`src/rtl/core_pkg.sv`:
```
// Shared core definitions: fetch FSM states and architectural constants.
package core_pkg;

    localparam int XLEN = 32;
    localparam logic [XLEN-1:0] INSTR_NOP = 32'h0000_0013;
    localparam logic [XLEN-1:0] PC_STEP   = 32'd4;

    typedef enum logic [1:0] {
        ISSUE   = 2'd0,
        CAPTURE = 2'd1,
        PRESENT = 2'd2,
        FAULT   = 2'd3
    } fetch_state_t;

endpackage

```
`src/rtl/fetch_unit_if.sv`:
```
// Fetch-stage bundle: instruction-memory read port, redirect input, decode handshake and status.
interface fetch_unit_if;
    import core_pkg::*;

    logic [XLEN-1:0] imem_address;
    logic [XLEN-1:0] imem_data_out;
    logic            redirect_valid;
    logic [XLEN-1:0] redirect_target;
    logic            instr_valid;
    logic            instr_ready;
    logic [XLEN-1:0] instr;
    logic [XLEN-1:0] instr_pc;
    logic            fetch_fault;
    logic [XLEN-1:0] fault_pc;
    logic [XLEN-1:0] fetch_count;

    modport master (
        output imem_address,
        input  imem_data_out,
        input  redirect_valid,
        input  redirect_target,
        output instr_valid,
        input  instr_ready,
        output instr,
        output instr_pc,
        output fetch_fault,
        output fault_pc,
        output fetch_count
    );

    modport slave (
        input  imem_address,
        output imem_data_out,
        output redirect_valid,
        output redirect_target,
        input  instr_valid,
        output instr_ready,
        input  instr,
        input  instr_pc,
        input  fetch_fault,
        input  fault_pc,
        input  fetch_count
    );

endinterface

```
`src/rtl/fetch_unit.sv`:
```
// RV32I fetch stage: owns the PC, reads instruction memory, presents instructions over valid/ready,
// and applies redirects from execute. A misaligned redirect target locks the unit until reset.
module fetch_unit
    import core_pkg::*;
#(
    parameter logic [XLEN-1:0] RESET_PC = 32'h0000_0000
) (
    input  logic       clk,
    input  logic       reset_n,
    fetch_unit_if.master fif
);

    fetch_state_t    state_reg, state_next;
    logic [XLEN-1:0] pc_reg, pc_next;
    logic [XLEN-1:0] instr_reg, instr_next;
    logic [XLEN-1:0] instr_pc_reg, instr_pc_next;
    logic            fault_reg, fault_next;
    logic [XLEN-1:0] fault_pc_reg, fault_pc_next;
    logic [XLEN-1:0] count_reg, count_next;

    always_ff @(posedge clk or negedge reset_n) begin
        if (!reset_n) begin
            state_reg    <= ISSUE;
            pc_reg       <= RESET_PC;
            instr_reg    <= INSTR_NOP;
            instr_pc_reg <= RESET_PC;
            fault_reg    <= 1'b0;
            fault_pc_reg <= '0;
            count_reg    <= '0;
        end else begin
            state_reg    <= state_next;
            pc_reg       <= pc_next;
            instr_reg    <= instr_next;
            instr_pc_reg <= instr_pc_next;
            fault_reg    <= fault_next;
            fault_pc_reg <= fault_pc_next;
            count_reg    <= count_next;
        end
    end

    always_comb begin
        state_next    = state_reg;
        pc_next       = pc_reg;
        instr_next    = instr_reg;
        instr_pc_next = instr_pc_reg;
        fault_next    = fault_reg;
        fault_pc_next = fault_pc_reg;
        count_next    = count_reg;

        case (state_reg)
            ISSUE:   state_next = CAPTURE;
            CAPTURE: begin
                instr_next    = fif.imem_data_out;
                instr_pc_next = pc_reg;
                state_next    = PRESENT;
            end
            PRESENT: begin
                if (fif.instr_ready) begin
                    pc_next    = pc_reg + PC_STEP;
                    count_next = count_reg + 32'd1;
                    state_next = ISSUE;
                end
            end
            default: state_next = FAULT;
        endcase

        // Redirect overrides the sequential path; the handshake count above still stands.
        if (state_reg != FAULT && fif.redirect_valid) begin
            instr_next    = instr_reg;
            instr_pc_next = instr_pc_reg;
            if (fif.redirect_target[1:0] == 2'b00) begin
                pc_next    = fif.redirect_target;
                state_next = ISSUE;
            end else begin
                pc_next       = pc_reg;
                state_next    = FAULT;
                fault_next    = 1'b1;
                fault_pc_next = fif.redirect_target;
            end
        end
    end

    // pc only moves on edges into ISSUE, so it doubles as the registered memory address.
    assign fif.imem_address = pc_reg;
    assign fif.instr_valid  = (state_reg == PRESENT);
    assign fif.instr        = instr_reg;
    assign fif.instr_pc     = instr_pc_reg;
    assign fif.fetch_fault  = fault_reg;
    assign fif.fault_pc     = fault_pc_reg;
    assign fif.fetch_count  = count_reg;

endmodule

```
`src/flat_wrapper.sv`:
```
// flat-port wrapper written by rule: the top's interface ports become plain ports
module fetch_unit_flat import core_pkg::*;
#(
    parameter logic [XLEN-1:0] RESET_PC = 32'h0000_0000
)
  (clk, reset_n, fif_imem_address, fif_imem_data_out, fif_redirect_valid, fif_redirect_target, fif_instr_valid, fif_instr_ready, fif_instr, fif_instr_pc, fif_fetch_fault, fif_fault_pc, fif_fetch_count);
  fetch_unit_if fif_i ();
  input  logic clk;
  input  logic reset_n;
  output wire logic [$bits(fif_i.imem_address)-1:0] fif_imem_address;
  input wire logic [$bits(fif_i.imem_data_out)-1:0] fif_imem_data_out;
  input wire logic [$bits(fif_i.redirect_valid)-1:0] fif_redirect_valid;
  input wire logic [$bits(fif_i.redirect_target)-1:0] fif_redirect_target;
  output wire logic [$bits(fif_i.instr_valid)-1:0] fif_instr_valid;
  input wire logic [$bits(fif_i.instr_ready)-1:0] fif_instr_ready;
  output wire logic [$bits(fif_i.instr)-1:0] fif_instr;
  output wire logic [$bits(fif_i.instr_pc)-1:0] fif_instr_pc;
  output wire logic [$bits(fif_i.fetch_fault)-1:0] fif_fetch_fault;
  output wire logic [$bits(fif_i.fault_pc)-1:0] fif_fault_pc;
  output wire logic [$bits(fif_i.fetch_count)-1:0] fif_fetch_count;
  assign fif_imem_address = fif_i.imem_address;
  assign fif_i.imem_data_out = fif_imem_data_out;
  assign fif_i.redirect_valid = fif_redirect_valid;
  assign fif_i.redirect_target = fif_redirect_target;
  assign fif_instr_valid = fif_i.instr_valid;
  assign fif_i.instr_ready = fif_instr_ready;
  assign fif_instr = fif_i.instr;
  assign fif_instr_pc = fif_i.instr_pc;
  assign fif_fetch_fault = fif_i.fetch_fault;
  assign fif_fault_pc = fif_i.fault_pc;
  assign fif_fetch_count = fif_i.fetch_count;
  fetch_unit #(.RESET_PC(RESET_PC)) u_core (.clk(clk), .reset_n(reset_n), .fif(fif_i));
endmodule
```
`config.mk`:
```
export PLATFORM = sky130hd
export DESIGN_NAME = fetch_unit_flat
export DESIGN_NICKNAME = d
export VERILOG_FILES = /design/src/rtl/core_pkg.sv /design/src/rtl/fetch_unit_if.sv /design/src/rtl/fetch_unit.sv /design/src/flat_wrapper.sv
export SDC_FILE = /design/constraint.sdc
export NUM_CORES = 1
export LEC_CHECK = 0
export CAP_MARGIN = 20
export CORE_ASPECT_RATIO = 0.5
export CORE_UTILIZATION = 50
export DETAILED_ROUTE_END_ITERATION = 8
export PLACE_DENSITY_LB_ADDON = 0.15
export SLEW_MARGIN = 20
export SYNTH_ARGS = -nofsm -noshare
export SYNTH_HDL_FRONTEND = slang
export SYNTH_SLANG_ARGS = --single-unit
```
`constraint.sdc`:
```
create_clock -name clk -period 3.6 [get_ports clk]
set_input_delay 0.72 -clock clk [delete_from_list [all_inputs] [get_ports clk]]
set_output_delay 0.72 -clock clk [all_outputs]
set_load 0.005 [all_outputs]
```
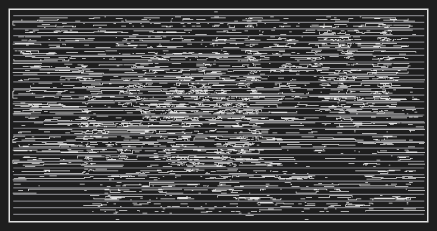
Figure 1: run 1, the metal 1 layer.
Supply wires on this layer in grey.
main direction	horizontal
share of all routed wire	42%
nets with wire on the layer	802
wire length on this layer	7890 um
longest straight run	40.9 um
Routed Wire Length: 19000 um
via total after detailed routing: 5837
met1 capacity usage during global routing: 32.9%

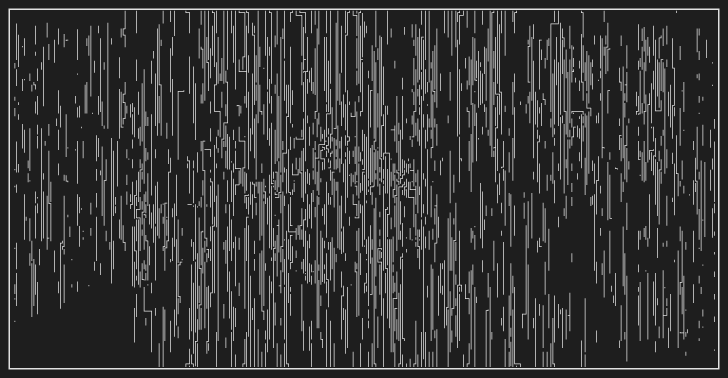
Figure 2: run 1, signal wires on met2.
share of all routed wire	48%
nets with wire on the layer	835
met2 usage: 43.8%

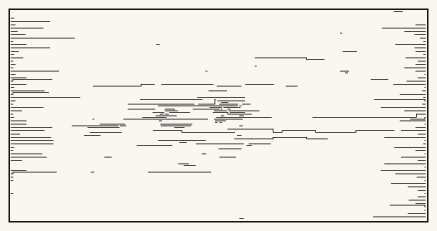
Figure 3: run 1, M3 wires.
nets with wire on the layer	161
wire length on this layer	1650 um
share of all routed wire	8.7%
main direction	horizontal

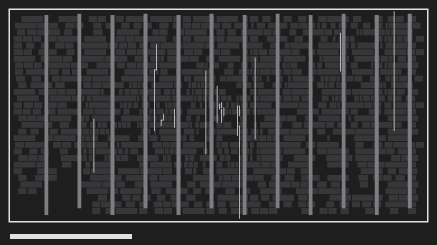
Figure 4: run 1, metal 4.
Bar = 50 um. Supply wires on this layer in grey.
nets with wire on the layer	14
share of all routed wire	1.5%
main direction	vertical

==> results.txt, run 1 <==
Yosys warning count = 0
Final period util = 70.4%
Final period demand of the worst path = 2.53 ns
Clock buffers created by TritonCTS = 17
Gate count after technology mapping = 604
Routed Antenna Nets = 0
Vias in the first global route = 5809
Startpoint type of the worst setup path = input port
Area of the mapped netlist = 7170 um2
Post-synth EDFFs = 0
Number of violations reported at the end of detailed-routing iteration 0 = 424
Worst slack at placement = 0.676 ns
FF+latch area = 4080 um2
Worst-case register-to-register setup slack = 1.15 ns
Count of different cell masters after synthesis = 50
Overall track demand over capacity in global routing = 26.1%
Overall overflow remaining after global route = 0
Hold Crit Class = input port to asynchronous set/reset pin
Async set-or-reset flop fraction in the synthesized netlist = 100%
Kind of end point of the critical path = flop
Number of register bits inferred by synthesis = 163
Final setup TNS = 0 ns
Biggest fanout along the worst timing path = 16
Number of I/O pins = 230
Outcome = completed
Top cell excl fill/tap = clkdlybuf4s50_1
Fraction of synthesized cell area taken by the top area cell type = 55.9%
Total setup buffers inserted after CTS = 0
Number of remaining DRC errors = 0
Worst-margin pin slew = 0.909 ns
Port Buf Inserts = 229
Area reported by Yosys stat = 7170 um2
Clk ins delay skew pair = 0.42 ns
Level count of the clock H-tree = 4
Number of antenna violations at the first check in global routing = 0
Die width = 171 um
Drt via density = 5.63
ANT cells = 0
Cell taking the most area after synthesis = dfrtp_1
Die Y = 86.7 um
TritonCTS clock tree = yes
Slack of the critical path = 1.07 ns
Chip Footprint = 14800 um2
Number of filler cells placed in the layout = 941
Critical R2R Launch = u_core.state_reg[0]
Clock transition at the register clock pins on the worst setup and hold paths after CTS = 0.07 ns
CTS Sinks = 163
Highest attainable clock frequency = 395 MHz
Wire length of the first global-routing pass = 29700 um
Longest individual stage delay on the worst path = 0.59 ns
Power density over the cells = 820 nW/um2
Core area = 13800 um2
Largest vdd supply drop = 0.455 mV
Data arrival time of the critical path = 2.83 ns
Critical Path Slowest Stage Cell = nor2b_1
Leakage power summed over all cells = 4.21 nW
Primary FF master, synth = dfrtp_1
Required @ worst endpoint = 3.89 ns
Pin count of the biggest net entering global routing = 75
Final number of setup-violating endpoints = 0
# rows = 30
CP cell instances = clkdlybuf4s50_1, nor2b_1, and2_1, buf_4, mux2_2
Core utilization at floorplan = 52.0%
Fin. Hold Viols = 0
Layout cells sized above 1 = 18.0%
Synth Seq Share = 57.0%
Warning total across the stage logs = 28
Clock root buffer = clkbuf_16
Hold buffer count at CTS = 0
Placed wire-length estimate after detailed placement = 13600 um
Area added between synthesis and finish = 43.8%
Tally of max-capacitance violations = 0
Area of combinational cells with multiple inputs = 2960 um2
Depth of the most critical reg-to-reg path = 5
Buffer depth of the longest clock path = 2
Final Max Tran Viols = 0
Average instance area after synthesis = 11.9 um2
DR WL/cell = 18.3 um
Last weighted congestion value of the routability-driven placer = 0.937
Clock tree skew after final layout = 0.00970 ns
Top cells by area, synth = dfrtp_1 (56%), mux2_2 (14%), nand2_1 (2.8%), xnor2_1 (2.4%), nand3_1 (2.2%)
Net count of the finished layout = 905
End of the worst register-to-register path = u_core.fif.instr[22]
RSZ-0062 raised after global routing = no
Top Layout Cells = clkdlybuf4s50_1 (228), dfrtp_1 (160), mux2_2 (92)
Post-synthesis net count = 677
First-pass detailed-route iteration total = 6
Max-slew headroom = 38.8%
Ys cells = 604
Gates resized, CTS repair = 0
Kind of critical path = input port to flop
==> run 1: synthesized netlist by cell type (2+ instances only) <==
library cell  number
dfrtp_1          160
mux2_2            92
nand2_1           53
nor2_1            39
nand3_1           32
a21oi_1           21
xnor2_1           20
clkbuf_1          18
nand4_1           17
nor3_1            16
o21ai_0           13
buf_2             11
o22ai_1           11
xor2_1            11
a311oi_1           8
and3_1             6
inv_1              6
ha_1               5
mux2i_1            5
or3_1              5
and2_1             4
a211oi_1           3
a31oi_1            3
dfstp_2            3
nand2b_1           3
a21boi_0           2
a22oi_1            2
a2bb2oi_1          2
and4_1             2
nand3_2            2
nor2b_1            2
nor4_1             2
nor4_2             2
o211ai_1           2
o22a_1             2
o31ai_1            2
o32a_1             2
o32ai_1            2
or2_2              2
==> run 1: area by class of cell <==
type / instances / area share (%)
Sequential cell: 163 / 39.6
Tap cell: 192 / 2.33
Multi-Input combinational cell: 405 / 28.7
Clock buffer: 19 / 4.20
Inverter: 6 / 0.219
Clock inverter: 13 / 1.68
Timing Repair Buffer: 239 / 23.2
==> run 1: logic make-up (layout without fill, tap and decap cells) <==
family,Yosys count,in the layout,synth area share [%]
buf+inv,36,277,2.08
compound gates,79,79,7.26
flops,163,163,57.0
xor+xnor,31,31,3.79
mux,97,97,15.2
fa+ha+maj,5,5,0.873
simple gates,193,193,13.9
==> run 1: power by group <==
| part | internal, mW | switching (mW) |
|---|---|---|
| clock network | 1.11 | 0.763 |
| logic | 2.08 | 1.32 |
| registers | 2.55 | 0.630 |
==> run 1: how the worst max path moves through the flow <==
| stage | from | to | slack [ns] |
|---|---|---|---|
| floorplan | fif_redirect_valid | u_core.fif.imem_address[31] | 1.56 |
| global placement | fif_redirect_valid | u_core.fif.fault_pc[7] | 0.75 |
| detailed placement | fif_redirect_valid | u_core.fif.fault_pc[11] | 0.68 |
| CTS | fif_redirect_target[1] | u_core.fif.imem_address[15] | 1.09 |
| global route | fif_instr_ready | u_core.fif.imem_address[17] | 0.98 |
| finish | fif_redirect_valid | u_core.fif.fault_pc[20] | 1.07 |
==> run 1: metrics by stage <==
step | instances | total power [mW] | instance area (um2) | hold WS, ns | util [%]
floorplan | 604 | 4.60 | 7170 | 0.424 | -
global placement | 1005 | 6.47 | 9700 | 0.463 | 70.4
detailed placement | 1005 | 6.60 | 9700 | 0.478 | 70.4
CTS | 1037 | 8.49 | 10300 | 0.340 | 74.8
global route | 1037 | 8.90 | 10300 | 0.357 | 74.8
finish | 1037 | 8.45 | 10300 | 0.315 | 74.8
==> run 1: worst max-delay path: cells and delay by family <==
kind,cells,cell delay (ns)
buffers and inverters,2,0.85
multiplexers,1,0.37
AND/OR/NAND/NOR,2,0.87
==> run 1: layer usage <==
layer / global-route usage (%) / vias to the layer above / share of wire [%] / wire length (um)
li1: - / 2633 / - / -
met1: 32.9 / 2906 / 42 / 7890
met2: 43.8 / 264 / 48 / 9140
met3: 7.67 / 34 / 8.7 / 1650
met4: 7.55 / 0 / 1.5 / 285
met5: 0 / - / 0 / 0
==> run 1 -> run 2 <==
Settings changed: CORE_UTILIZATION 50 to 47.
Clock period 3.6 ns to 2.45 ns, I/O delays scaled along.
==> run 2 against run 1 <==
  * Total power up 47%
  * Flip-flop count unchanged
  * Area after synthesis unchanged
  * Largest cell class unchanged
==> results.txt, run 2 <==
Cell type group with the largest total delay on the critical path = simple AND/OR/NAND/NOR gates
Kind of critical path = flop to flop
Final setup TNS = 0 ns
Sequential cell fraction of total power = 37.2%
CTS Sinks = 163
Async set-or-reset flop fraction in the synthesized netlist = 100%
Tally of max-capacitance violations = 0
Last weighted congestion value of the routability-driven placer = 0.941
Number of filler cells placed in the layout = 1041
Required @ worst endpoint = 2.79 ns
Largest vdd supply drop = 0.620 mV
RSZ-0062 raised after global routing = no
CP cell instances = ha_1, nand4_1, or3_1, nor3_1, a311oi_1, a21oi_1
Top cells by area, synth = dfrtp_1 (56%), mux2_2 (14%), nand2_1 (2.8%), xnor2_1 (2.4%), nand3_1 (2.2%)
Net count of the finished layout = 927
Biggest fanout along the worst timing path = 7
Longest individual stage delay on the worst path = 0.48 ns
Post-synthesis net count = 677
Clock transition at the register clock pins on the worst setup and hold paths after CTS = 0.06 ns
Final period demand of the worst path = 2.25 ns
Area of combinational cells with multiple inputs = 2960 um2
Cell taking the most area after synthesis = dfrtp_1
Routed Antenna Nets = 0
Overall overflow remaining after global route = 0
Depth of the most critical reg-to-reg path = 6
Pin count of the biggest net entering global routing = 46
Design area = 10500 um2
Fraction of power spent switching nets = 32.2%
Post-synth EDFFs = 0
Kind of end point of the critical path = flop
ANT cells = 0
Ys cells = 604
Top Usage Layer GRT = met2
Gates resized, CTS repair = 0
Chip Footprint = 15800 um2
Leakage power summed over all cells = 4.31 nW
Final Max Tran Viols = 0
Yosys warning count = 0
Most frequent cells after synthesis = dfrtp_1 (160), mux2_2 (92), nand2_1 (53)
First-pass detailed-route iteration total = 5
Fin. Hold Viols = 0
TritonCTS clock tree = yes
Primary FF master, synth = dfrtp_1
Met3 Use GR = 6.63%
P_sw = 4.01 mW
Placed wire-length estimate after detailed placement = 13700 um
Buffer depth of the longest clock path = 2
Clock root buffer = clkbuf_16
Startpoint type of the worst setup path = flop
Clock network fraction of total power = 21.4%
Power density over the cells = 1190 nW/um2
Final number of setup-violating endpoints = 0
Worst slack at placement = 0.111 ns
Post-synthesis cell type with the largest instance count = dfrtp_1
Logic depth of the worst setup path including buffers = 6
Outcome = completed
Critical Path Slowest Stage Cell = dfrtp_1
Drt via density = 5.46
DR WL/cell = 17.7 um
Number of violations reported at the end of detailed-routing iteration 0 = 377
Level count of the clock H-tree = 4
Vias in the first global route = 5571
Post-place instance area = 9890 um2
Top Layout Cells = clkdlybuf4s50_1 (228), dfrtp_1 (160), mux2_2 (92)
Average instance area after synthesis = 11.9 um2
Warning total across the stage logs = 28
Slack of the critical path = 0.203 ns
FF+latch area = 4080 um2
Count of different cell masters after synthesis = 50
Met1 capacity usage during global routing = 32.9%
Top cell excl fill/tap = clkdlybuf4s50_1
Internal Power = 8.42 mW
Number of register bits inferred by synthesis = 163
Area of the mapped netlist = 7170 um2
Number of I/O pins = 230
Share of total power in combinational logic = 41.3%
Max-slew headroom = 67.3%
# rows = 31
Wire length of the first global-routing pass = 29200 um
Die width = 177 um
Worst hold margin = 0.472 ns
Layout cells sized above 1 = 20.1%
Core utilization at floorplan = 48.9%
Finished Core Util = 71.5%
Die Y = 89.3 um
Area added between synthesis and finish = 46.2%
Number of remaining DRC errors = 0
Worst-margin pin slew = 0.486 ns
Hold Crit Class = flop to flop
Number of antenna violations at the first check in global routing = 0
Data arrival time of the critical path = 2.59 ns
Clock buffers created by TritonCTS = 17
Fraction of synthesized cell area taken by the top area cell type = 55.9%
Final period util = 91.7%
Gate count after technology mapping = 604
Port Buf Inserts = 229
Area reported by Yosys stat = 7170 um2
Synth Seq Share = 57.0%
Hold Path Cell Cnt = 1
Clk ins delay skew pair = 0.43 ns
Core area = 14700 um2
Bufs and invs on worst path = 0
Highest attainable clock frequency = 445 MHz
Overall track demand over capacity in global routing = 24.2%
-- run 2: cell counts after synthesis --
No cell type changed its count.
-- run 2: path summary, 6_finish.rpt --
kind | from | endpoint | slack, ns
worst max-delay path | u_core.fif.imem_address[3] | u_core.fif.imem_address[16] | 0.20
worst min-delay path | u_core.fif.fetch_fault | u_core.fif.fetch_fault | 0.47
worst max register to register | u_core.fif.imem_address[3] | u_core.fif.imem_address[16] | 0.20
worst min register to register | u_core.fif.fetch_fault | u_core.fif.fetch_fault | 0.47
max in group asynchronous | reset_n | u_core.fif.instr[17] | 1.15
min in group asynchronous | reset_n | u_core.fif.fetch_count[24] | 0.55
-- run 2: per-layer routing --
layer  vias to the layer above  part of all wire, %
li1                       2689                    -
met1                      2847                   45
met2                       251                   46
met3                        26                  8.3
met4                         0                  1.3
met5                         -                    0
-- run 2: kinds of logic (layout without fill, tap and decap cells) --
kind of cell / after synthesis / after routing / synth area share (%)
buf+inv: 36 / 299 / 2.08
flops: 163 / 163 / 57.0
simple gates: 193 / 193 / 13.9
mux: 97 / 97 / 15.2
xor+xnor: 31 / 31 / 3.79
fa+ha+maj: 5 / 5 / 0.873
compound gates: 79 / 79 / 7.26
-- run 2: layout make-up --
type                            count  area share, %
Inverter                            6          0.215
Multi-Input combinational cell    405           28.2
Sequential cell                   163           39.0
Clock buffer                       19           4.13
Tap cell                          198           2.36
Clock inverter                     13           1.43
Timing Repair Buffer              261           24.7
-- run 2: metrics by stage --
step	std cells	total power, mW
after floorplan	604	6.75
after global placement	1032	9.63
after detailed placement	1032	9.79
after CTS	1065	12.5
after global routing	1065	13.1
final	1065	12.4
-- run 2: power by group through the flow --
stage	Combinational (mW)	Sequential, mW	Clock, mW
after floorplan	2.20	4.55	0
after global placement	5.03	4.60	0
after detailed placement	5.12	4.66	0
after CTS	5.17	4.62	2.71
after global routing	5.56	4.77	2.82
final	5.13	4.63	2.67
-- run 2: timing repair --
item,4_1_cts,5_1_grt
endpoints found under the hold margin,13,0
buffers inserted,0,0
hold buffers,1,0
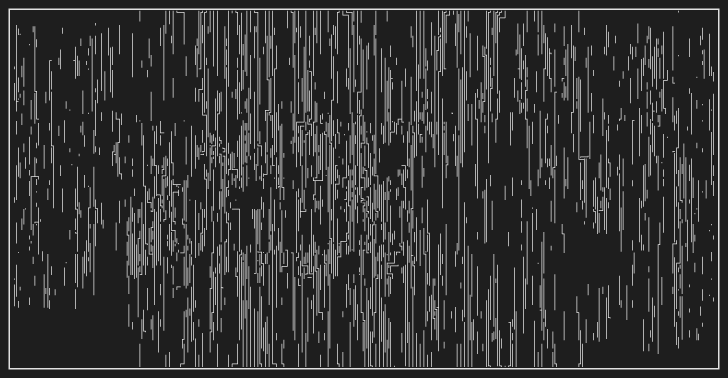
Figure 5: run 2, signal wires on met2.
longest straight run	37.6 um
share of all routed wire	46%
main direction	vertical
wire length on this layer	8620 um
via total after detailed routing: 5813
met2 usage: 38.3%
Routed Wire Length: 18900 um

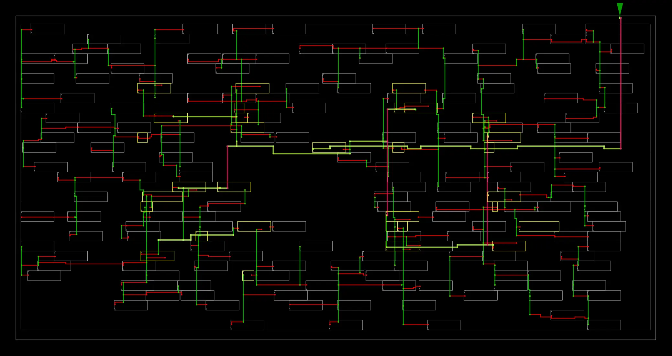
Figure 6: run 2, clock wiring as the flow saved it.
total of clock buffers placed in the layout: 19
clock tree skew after final layout: 0.0144 ns

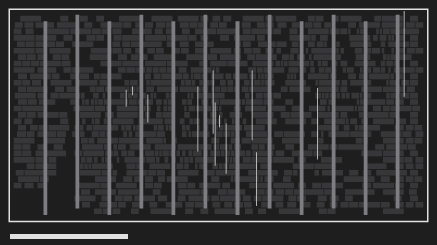
Figure 7: run 2, metal 4.
Bar = 50 um. Supply wires on this layer in grey.
longest straight run	36.0 um
share of all routed wire	1.3%
main direction	vertical
wire length on this layer	246 um
nets with wire on the layer	10

Power figures rest on the tool's default switching activity, not on a simulated workload.
